## src/rtl/pipeline_ctrl_pkg.sv

```systemverilog
// ---------------------------------------------------------------------------
// pipeline_pkg
// Shared definitions for the RISC-Net pipeline hazard controller.
//   OP_NOP / OP_MUL / OP_DIV : opcode constants seen in the IE stage
//   MUL_LAT_DEF / DIV_LAT_DEF: default execute latencies of the multi-cycle ops
//   state_t                  : controller FSM states (RUN, MULTI)
//   op_latency()             : number of cycles an opcode occupies IE
// ---------------------------------------------------------------------------
package pipeline_pkg;

  localparam logic [7:0] OP_NOP = 8'h00;
  localparam logic [7:0] OP_MUL = 8'h0C;
  localparam logic [7:0] OP_DIV = 8'h0D;

  localparam int MUL_LAT_DEF = 4;
  localparam int DIV_LAT_DEF = 16;

  typedef enum logic {
    RUN   = 1'b0,
    MULTI = 1'b1
  } state_t;

  // The latencies are passed in so that an instance with non-default
  // MUL_LAT/DIV_LAT parameters gets its own values, not the package defaults.
  function automatic int op_latency(input logic [7:0] opcode,
                                    input int mulLat = MUL_LAT_DEF,
                                    input int divLat = DIV_LAT_DEF);
    case (opcode)
      OP_MUL:  return mulLat;
      OP_DIV:  return divLat;
      default: return 1;
    endcase
  endfunction

endpackage

```

## src/rtl/pipeline_ctrl_if.sv

```systemverilog
// ---------------------------------------------------------------------------
// pipeline_ctrl_if
// Bundles the stage status signals coming from the pipeline and the
// enable/flush/bubble controls plus debug counters going back to it.
//   master : pipeline side, drives ID/IE status, receives controls
//   slave  : controller side, receives ID/IE status, drives controls
// ---------------------------------------------------------------------------
interface pipeline_ctrl_if #(
  parameter int REG_AW = 4
);

  // Stage status from the pipeline
  logic              id_valid;
  logic [REG_AW-1:0] id_src1;
  logic              id_src1_used;
  logic [REG_AW-1:0] id_src2;
  logic              id_src2_used;
  logic              ie_valid;
  logic [7:0]        ie_opcode;
  logic [REG_AW-1:0] ie_dest;
  logic              ie_is_load;
  logic              ie_branch_taken;

  // Controls and debug counters from the controller
  logic              pc_en;
  logic              if_id_en;
  logic              if_id_flush;
  logic              id_ie_en;
  logic              id_ie_bubble;
  logic              ie_busy;
  logic [15:0]       stall_count;
  logic [15:0]       flush_count;

  modport master (
    output id_valid, id_src1, id_src1_used, id_src2, id_src2_used,
           ie_valid, ie_opcode, ie_dest, ie_is_load, ie_branch_taken,
    input  pc_en, if_id_en, if_id_flush, id_ie_en, id_ie_bubble, ie_busy,
           stall_count, flush_count
  );

  modport slave (
    input  id_valid, id_src1, id_src1_used, id_src2, id_src2_used,
           ie_valid, ie_opcode, ie_dest, ie_is_load, ie_branch_taken,
    output pc_en, if_id_en, if_id_flush, id_ie_en, id_ie_bubble, ie_busy,
           stall_count, flush_count
  );

endinterface

```

## src/rtl/pipeline_ctrl_sat_counter16.sv

```systemverilog
// ---------------------------------------------------------------------------
// sat_counter16
// 16-bit event counter that sticks at 16'hFFFF instead of wrapping.
//   clk   : clock
//   rst   : synchronous active-high clear
//   inc   : count this cycle
//   value : current count
// ---------------------------------------------------------------------------
module sat_counter16 (
  input  logic        clk,
  input  logic        rst,
  input  logic        inc,
  output logic [15:0] value
);

  logic [15:0] value_q;
  logic [15:0] value_d;

  // Next count: hold at all-ones so long runs never wrap back to small values.
  always_comb begin
    value_d = value_q;
    if (inc && (value_q != 16'hFFFF)) begin
      value_d = value_q + 16'd1;
    end
  end

  // Count register with synchronous clear.
  always_ff @(posedge clk) begin
    if (rst) begin
      value_q <= 16'd0;
    end else begin
      value_q <= value_d;
    end
  end

  assign value = value_q;

endmodule

```

## src/rtl/pipeline_ctrl.sv

```systemverilog
// ---------------------------------------------------------------------------
// pipeline_ctrl
// Hazard and sequencing controller for the 4-stage RISC-Net pipeline.
// Stalls one cycle on load-use hazards, freezes the front end while a
// MUL/DIV holds IE, and flushes IF/ID and ID/IE on taken branches.
//   clk : clock
//   rst : synchronous active-high reset
//   bus : pipeline_ctrl_if.slave (stage status in, controls/counters out)
// ---------------------------------------------------------------------------
module pipeline_ctrl
  import pipeline_pkg::*;
#(
  parameter int MUL_LAT = MUL_LAT_DEF,
  parameter int DIV_LAT = DIV_LAT_DEF
) (
  input logic            clk,
  input logic            rst,
  pipeline_ctrl_if.slave bus
);

  localparam int MAX_LAT = (MUL_LAT > DIV_LAT) ? MUL_LAT : DIV_LAT;
  localparam int CNT_W   = (MAX_LAT <= 2) ? 1 : $clog2(MAX_LAT);

  state_t           state_q, state_d;
  logic [CNT_W-1:0] cnt_q,   cnt_d;

  logic pcEn, ifIdEn, ifIdFlush, idIeEn, idIeBubble, ieBusy;
  logic src1Hit, src2Hit, loadUse, branchFlush, isMultiOp, multiStart, multiHold;
  logic stallInc, flushInc;

  // Hazard comparator: register 0 is compared like any other index.
  assign src1Hit = bus.id_src1_used && (bus.id_src1 == bus.ie_dest);
  assign src2Hit = bus.id_src2_used && (bus.id_src2 == bus.ie_dest);
  assign loadUse = bus.ie_valid && bus.ie_is_load && bus.id_valid && (src1Hit || src2Hit);

  assign isMultiOp  = (bus.ie_opcode == OP_MUL) || (bus.ie_opcode == OP_DIV);
  assign multiHold  = (state_q == MULTI) && (cnt_q != '0);
  // Branches are only honoured when IE is not frozen by an ongoing MUL/DIV.
  assign branchFlush = !multiHold && bus.ie_valid && bus.ie_branch_taken;
  // Only RUN can start a multi-cycle op, so the op finishing in MULTI with
  // cnt==0 (still sitting in IE) does not start itself again.
  assign multiStart = (state_q == RUN) && bus.ie_valid && isMultiOp;

  // Mealy next-state and control decode; the if/else order is the priority
  // order, with the free-running case as the defaults.
  always_comb begin
    state_d    = RUN;
    cnt_d      = cnt_q;
    pcEn       = 1'b1;
    ifIdEn     = 1'b1;
    ifIdFlush  = 1'b0;
    idIeEn     = 1'b1;
    idIeBubble = 1'b0;
    ieBusy     = 1'b0;
    if (rst) begin
      pcEn       = 1'b0;
      ifIdEn     = 1'b0;
      idIeEn     = 1'b0;
      ifIdFlush  = 1'b1;
      idIeBubble = 1'b1;
      cnt_d      = '0;
    end else if (branchFlush) begin
      ifIdFlush  = 1'b1;
      idIeBubble = 1'b1;
    end else if (multiStart || multiHold) begin
      pcEn    = 1'b0;
      ifIdEn  = 1'b0;
      idIeEn  = 1'b0;
      ieBusy  = 1'b1;
      state_d = MULTI;
      // LAT-2 so that the stall lasts LAT-1 cycles including the start cycle.
      cnt_d   = multiStart ? CNT_W'(op_latency(bus.ie_opcode, MUL_LAT, DIV_LAT) - 2)
                           : cnt_q - 1'b1;
    end else if (loadUse) begin
      pcEn       = 1'b0;
      ifIdEn     = 1'b0;
      idIeBubble = 1'b1;
    end
  end

  // FSM state and latency down-counter.
  always_ff @(posedge clk) begin
    if (rst) begin
      state_q <= RUN;
      cnt_q   <= '0;
    end else begin
      state_q <= state_d;
      cnt_q   <= cnt_d;
    end
  end

  assign stallInc = !rst && !pcEn;
  assign flushInc = !rst && branchFlush;

  sat_counter16 u_stall_cnt (
    .clk   (clk),
    .rst   (rst),
    .inc   (stallInc),
    .value (bus.stall_count)
  );

  sat_counter16 u_flush_cnt (
    .clk   (clk),
    .rst   (rst),
    .inc   (flushInc),
    .value (bus.flush_count)
  );

  assign bus.pc_en        = pcEn;
  assign bus.if_id_en     = ifIdEn;
  assign bus.if_id_flush  = ifIdFlush;
  assign bus.id_ie_en     = idIeEn;
  assign bus.id_ie_bubble = idIeBubble;
  assign bus.ie_busy      = ieBusy;

endmodule

```

## src/flat_wrapper.sv

```systemverilog
// flat-port wrapper written by rule: the top's interface ports become plain ports
module pipeline_ctrl_flat import pipeline_pkg::*;
#(
  parameter int MUL_LAT = MUL_LAT_DEF,
  parameter int DIV_LAT = DIV_LAT_DEF
)
  (clk, rst, bus_id_valid, bus_id_src1, bus_id_src1_used, bus_id_src2, bus_id_src2_used, bus_ie_valid, bus_ie_opcode, bus_ie_dest, bus_ie_is_load, bus_ie_branch_taken, bus_pc_en, bus_if_id_en, bus_if_id_flush, bus_id_ie_en, bus_id_ie_bubble, bus_ie_busy, bus_stall_count, bus_flush_count);
  pipeline_ctrl_if #(.REG_AW(4)) bus_i ();
  input logic clk;
  input logic rst;
  input wire logic [$bits(bus_i.id_valid)-1:0] bus_id_valid;
  input wire logic [$bits(bus_i.id_src1)-1:0] bus_id_src1;
  input wire logic [$bits(bus_i.id_src1_used)-1:0] bus_id_src1_used;
  input wire logic [$bits(bus_i.id_src2)-1:0] bus_id_src2;
  input wire logic [$bits(bus_i.id_src2_used)-1:0] bus_id_src2_used;
  input wire logic [$bits(bus_i.ie_valid)-1:0] bus_ie_valid;
  input wire logic [$bits(bus_i.ie_opcode)-1:0] bus_ie_opcode;
  input wire logic [$bits(bus_i.ie_dest)-1:0] bus_ie_dest;
  input wire logic [$bits(bus_i.ie_is_load)-1:0] bus_ie_is_load;
  input wire logic [$bits(bus_i.ie_branch_taken)-1:0] bus_ie_branch_taken;
  output wire logic [$bits(bus_i.pc_en)-1:0] bus_pc_en;
  output wire logic [$bits(bus_i.if_id_en)-1:0] bus_if_id_en;
  output wire logic [$bits(bus_i.if_id_flush)-1:0] bus_if_id_flush;
  output wire logic [$bits(bus_i.id_ie_en)-1:0] bus_id_ie_en;
  output wire logic [$bits(bus_i.id_ie_bubble)-1:0] bus_id_ie_bubble;
  output wire logic [$bits(bus_i.ie_busy)-1:0] bus_ie_busy;
  output wire logic [$bits(bus_i.stall_count)-1:0] bus_stall_count;
  output wire logic [$bits(bus_i.flush_count)-1:0] bus_flush_count;
  assign bus_i.id_valid = bus_id_valid;
  assign bus_i.id_src1 = bus_id_src1;
  assign bus_i.id_src1_used = bus_id_src1_used;
  assign bus_i.id_src2 = bus_id_src2;
  assign bus_i.id_src2_used = bus_id_src2_used;
  assign bus_i.ie_valid = bus_ie_valid;
  assign bus_i.ie_opcode = bus_ie_opcode;
  assign bus_i.ie_dest = bus_ie_dest;
  assign bus_i.ie_is_load = bus_ie_is_load;
  assign bus_i.ie_branch_taken = bus_ie_branch_taken;
  assign bus_pc_en = bus_i.pc_en;
  assign bus_if_id_en = bus_i.if_id_en;
  assign bus_if_id_flush = bus_i.if_id_flush;
  assign bus_id_ie_en = bus_i.id_ie_en;
  assign bus_id_ie_bubble = bus_i.id_ie_bubble;
  assign bus_ie_busy = bus_i.ie_busy;
  assign bus_stall_count = bus_i.stall_count;
  assign bus_flush_count = bus_i.flush_count;
  pipeline_ctrl #(.MUL_LAT(MUL_LAT), .DIV_LAT(DIV_LAT)) u_core (.clk(clk), .rst(rst), .bus(bus_i));
endmodule
```

## config.mk

```make
export PLATFORM = sky130hd
export DESIGN_NAME = pipeline_ctrl_flat
export DESIGN_NICKNAME = d
export VERILOG_FILES = /design/src/rtl/pipeline_ctrl_pkg.sv /design/src/rtl/pipeline_ctrl_if.sv /design/src/rtl/pipeline_ctrl_sat_counter16.sv /design/src/rtl/pipeline_ctrl.sv /design/src/flat_wrapper.sv
export SDC_FILE = /design/constraint.sdc
export NUM_CORES = 1
export LEC_CHECK = 0
export ABC_AREA = 1
export CAP_MARGIN = 5
export CORE_MARGIN = 8
export CORE_UTILIZATION = 43
export DETAILED_ROUTE_END_ITERATION = 8
export PLACE_DENSITY_LB_ADDON = 0.3
export SLEW_MARGIN = 10
export SYNTH_ARGS = -nofsm -noshare
export SYNTH_HDL_FRONTEND = slang
export SYNTH_SLANG_ARGS = --single-unit
export TNS_END_PERCENT = 30
```

## constraint.sdc

```tcl
create_clock -name clk -period 1.5 [get_ports clk]
set_input_delay 0.3 -clock clk [delete_from_list [all_inputs] [get_ports clk]]
set_output_delay 0.3 -clock clk [all_outputs]
set_load 0.02 [all_outputs]
```

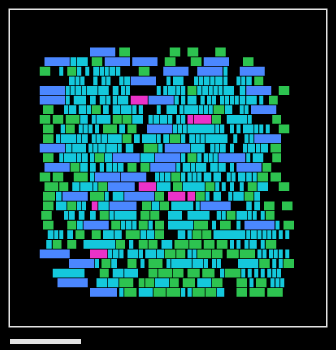
(images/class_map.png)
Bar = 20 µm.
remaining buffers and delay cells: marked green, cells 131. sequential cells: marked blue, cells 37. remaining logic cells: marked cyan, cells 329. clock drivers and dummy loads: marked magenta, cells 8.
Util after Layout: 76.1%
share of the final layout cell area in sequential cells: 19.6%

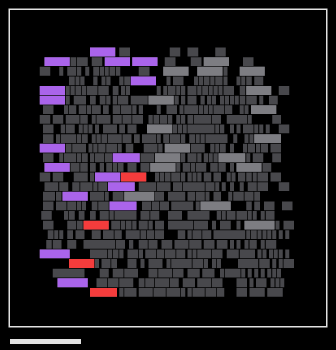
(images/ff_map.png)
Bar = 20 µm.
`u_core.cnt_q`: marked red, sequential cells 4. `u_core.u_flush_cnt.value`: marked purple, sequential cells 16.
Another 17 sequential cells are not colored.

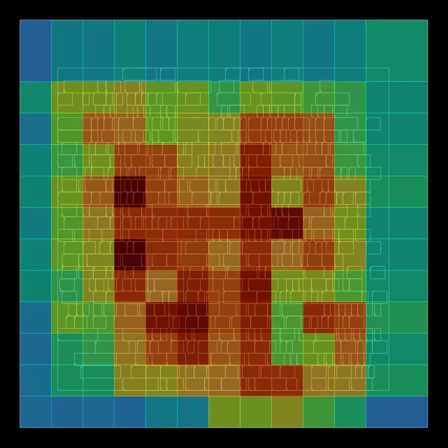
(images/congestion_map.png)
most used routing layer in global routing: met2
Global Route met2 Usage: 36.6%
total global-route track usage: 19.2%
global routing met3 resource utilization: 4.14%
average wire per cell in the routed design: 13.7 µm

==> flow_metrics.py <==
# Generated from Yosys and OpenROAD reports
metrics = {
    "status": {
        "outcome": "finished with violations",
        "failed_checks": "setup timing",
    },
    "timing": {
        "setup_viol_count_final": 39,
        "unrepaired_setup_endpoints_after_global_routing": "yes",
        "layout_worst_path_cycle_share_pct": 125,
        "max_slew.worst_pin.slew_ns": 0.376,
        "holdWs_ns": 0.491,
        "setup_ws_ns": -0.372,
    },
    "clocking": {
        "clk_latency_ns": 0.30,
        "h-tree-depth": 2,
        "cts_tree": "built",
        "cts.sink_count": 37,
        "cts.repair_timing.setup_buffer_count": 9,
        "cts_hold_buffers": 0,
        "post_cts.resized_instances": 125,
    },
    "logic_synthesis": {
        "synth-seq-area-share_pct": 32.0,
        "cell_taking_the_most_area_after_synthesis": "dfxtp_1",
        "synthesis.area_um2": 2320,
        "postSynthNetCount": 403,
        "ys_top_cells_by_area": "dfxtp_1, nand2_1, nor2_1",
        "yosys.cell_count.top_type": "nand2_1",
        "netlist.area_leader.share_pct": 32.0,
        "yosys_most_used_dff": "dfxtp_1",
        "post_synth_inst_count": 372,
        "synth.cells.most_frequent": "nand2_1, nor2_1, inv_1",
    },
    "layout": {
        "clkbuf_count": 5,
        "layout_top_cells": "nand2_1, nor2_1, buf_4, dlygate4sd2_1, inv_1",
        "n_all_inverters": 53,
        "layout.non_clock_buffers": 131,
        "post-route-cell-area_um2": 3910,
        "clock_area_share_pct": 2.18,
        "area_growth_syn_to_layout_pct": 68.8,
        "mi_logic_area_um2": 1630,
    },
    "worst_setup_path": {
        "setup.worst_path.start": "bus_ie_opcode[1]",
        "required_time_of_the_worst_setup_path_ns": 1.20,
        "critical_path_max_stage_delay_ns": 0.24,
        "critical_path_cell_count": 12,
        "startpoint_types": "input port",
        "cpMaxStageDelayCell": "dlygate4sd2_1",
    },
    "run": {
        "timing.max_cap.violations": 0,
        "warnings": 29,
    },
    "placed_design": {
        "place.gp.congestion": 0.945,
        "placed_cell_area_um2": 3550,
        "dpl.cell_count": 555,
        "io_buffer_count": 65,
    },
    "power": {
        "totalPowerFinal_mw": 1.98,
        "power.sequential.fraction_pct": 49.6,
        "portion_of_total_power_attributed_to_combinational_logic_pct": 14.8,
        "powerComb_mw": 0.293,
        "p_clk_mw": 0.706,
        "clockPowerShare_pct": 35.6,
        "netSwitchingFraction_pct": 27.2,
        "p_sw_mw": 0.539,
    },
    "routing": {
        "drt.antenna.violating_nets": 0,
        "dr.pass1.iters": 4,
        "detailed_router_s_first_iteration_violation_count": 148,
        "drcViolationCount": 0,
    },
    "grt": {
        "grt-ovfl-total": 0,
        "initial_antenna_violation_count": 0,
        "grt_pass1_vias": 2850,
        "grt_pass1_wl_um": 12100,
    },
    "worst_hold_path": {
        "hold_depth": 2,
    },
    "floorplan": {
        "die_w_um": 89.4,
        "num_rows": 26,
        "tap-cell-count": 70,
    },
}
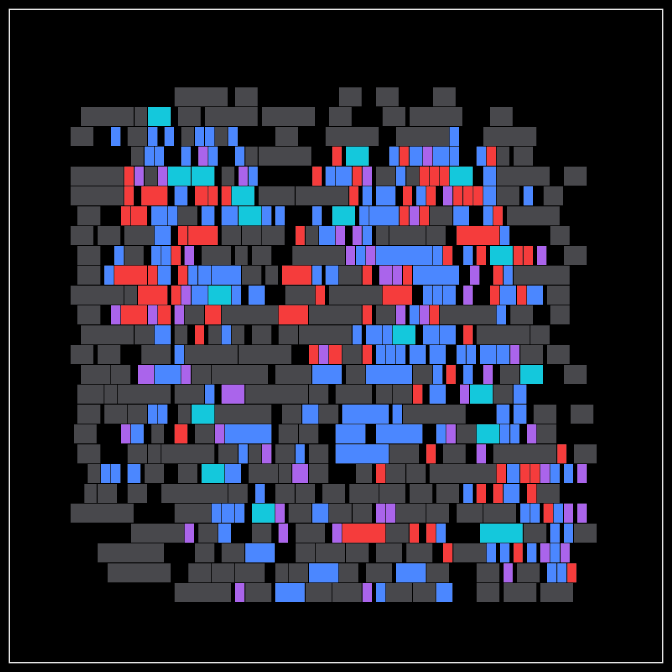
(images/gates.png)
nor cells: marked red, cells 77. inv cells: marked purple, cells 53. xor and xnor cells: marked cyan, cells 18. nand cells: marked blue, cells 144.

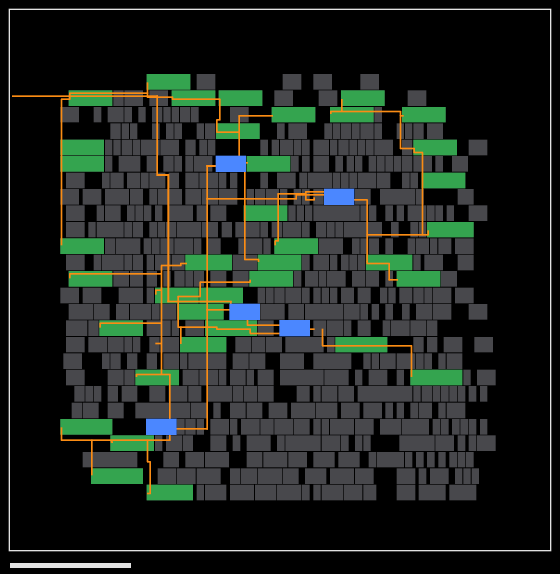
(images/clock_wires.png)
Bar = 20 µm.
clock-net drivers: marked blue, count 5. clock wires: marked orange, length 534 µm. flip-flops: marked green, count 37.
There are 6 routed clock nets.

==> logic make-up after synthesis <==
| family | Yosys count | share of synthesized area [%] |
|---|---|---|
| buffers and inverters | 60 | 10.5 |
| AND-OR/OR-AND | 34 | 7.56 |
| adder cells (fa/ha/maj) | 3 | 1.62 |
| flip-flops | 37 | 32.0 |
| XOR/XNOR | 18 | 6.80 |
| AND/OR/NAND/NOR | 220 | 41.5 |
==> routing by layer <==
| metal | track usage, % | part of all wire [%] | wire, µm | vias up |
|---|---|---|---|---|
| met5 | 0 | 0 | 0 | - |
| met4 | 8.46 | 3.2 | 252 | 0 |
| met3 | 4.14 | 5.6 | 441 | 22 |
| met2 | 36.6 | 54 | 4270 | 99 |
| met1 | 19.4 | 37 | 2900 | 1318 |
| li1 | - | - | - | 1430 |
No activity file was given, so power comes from the tool's default toggle rates.
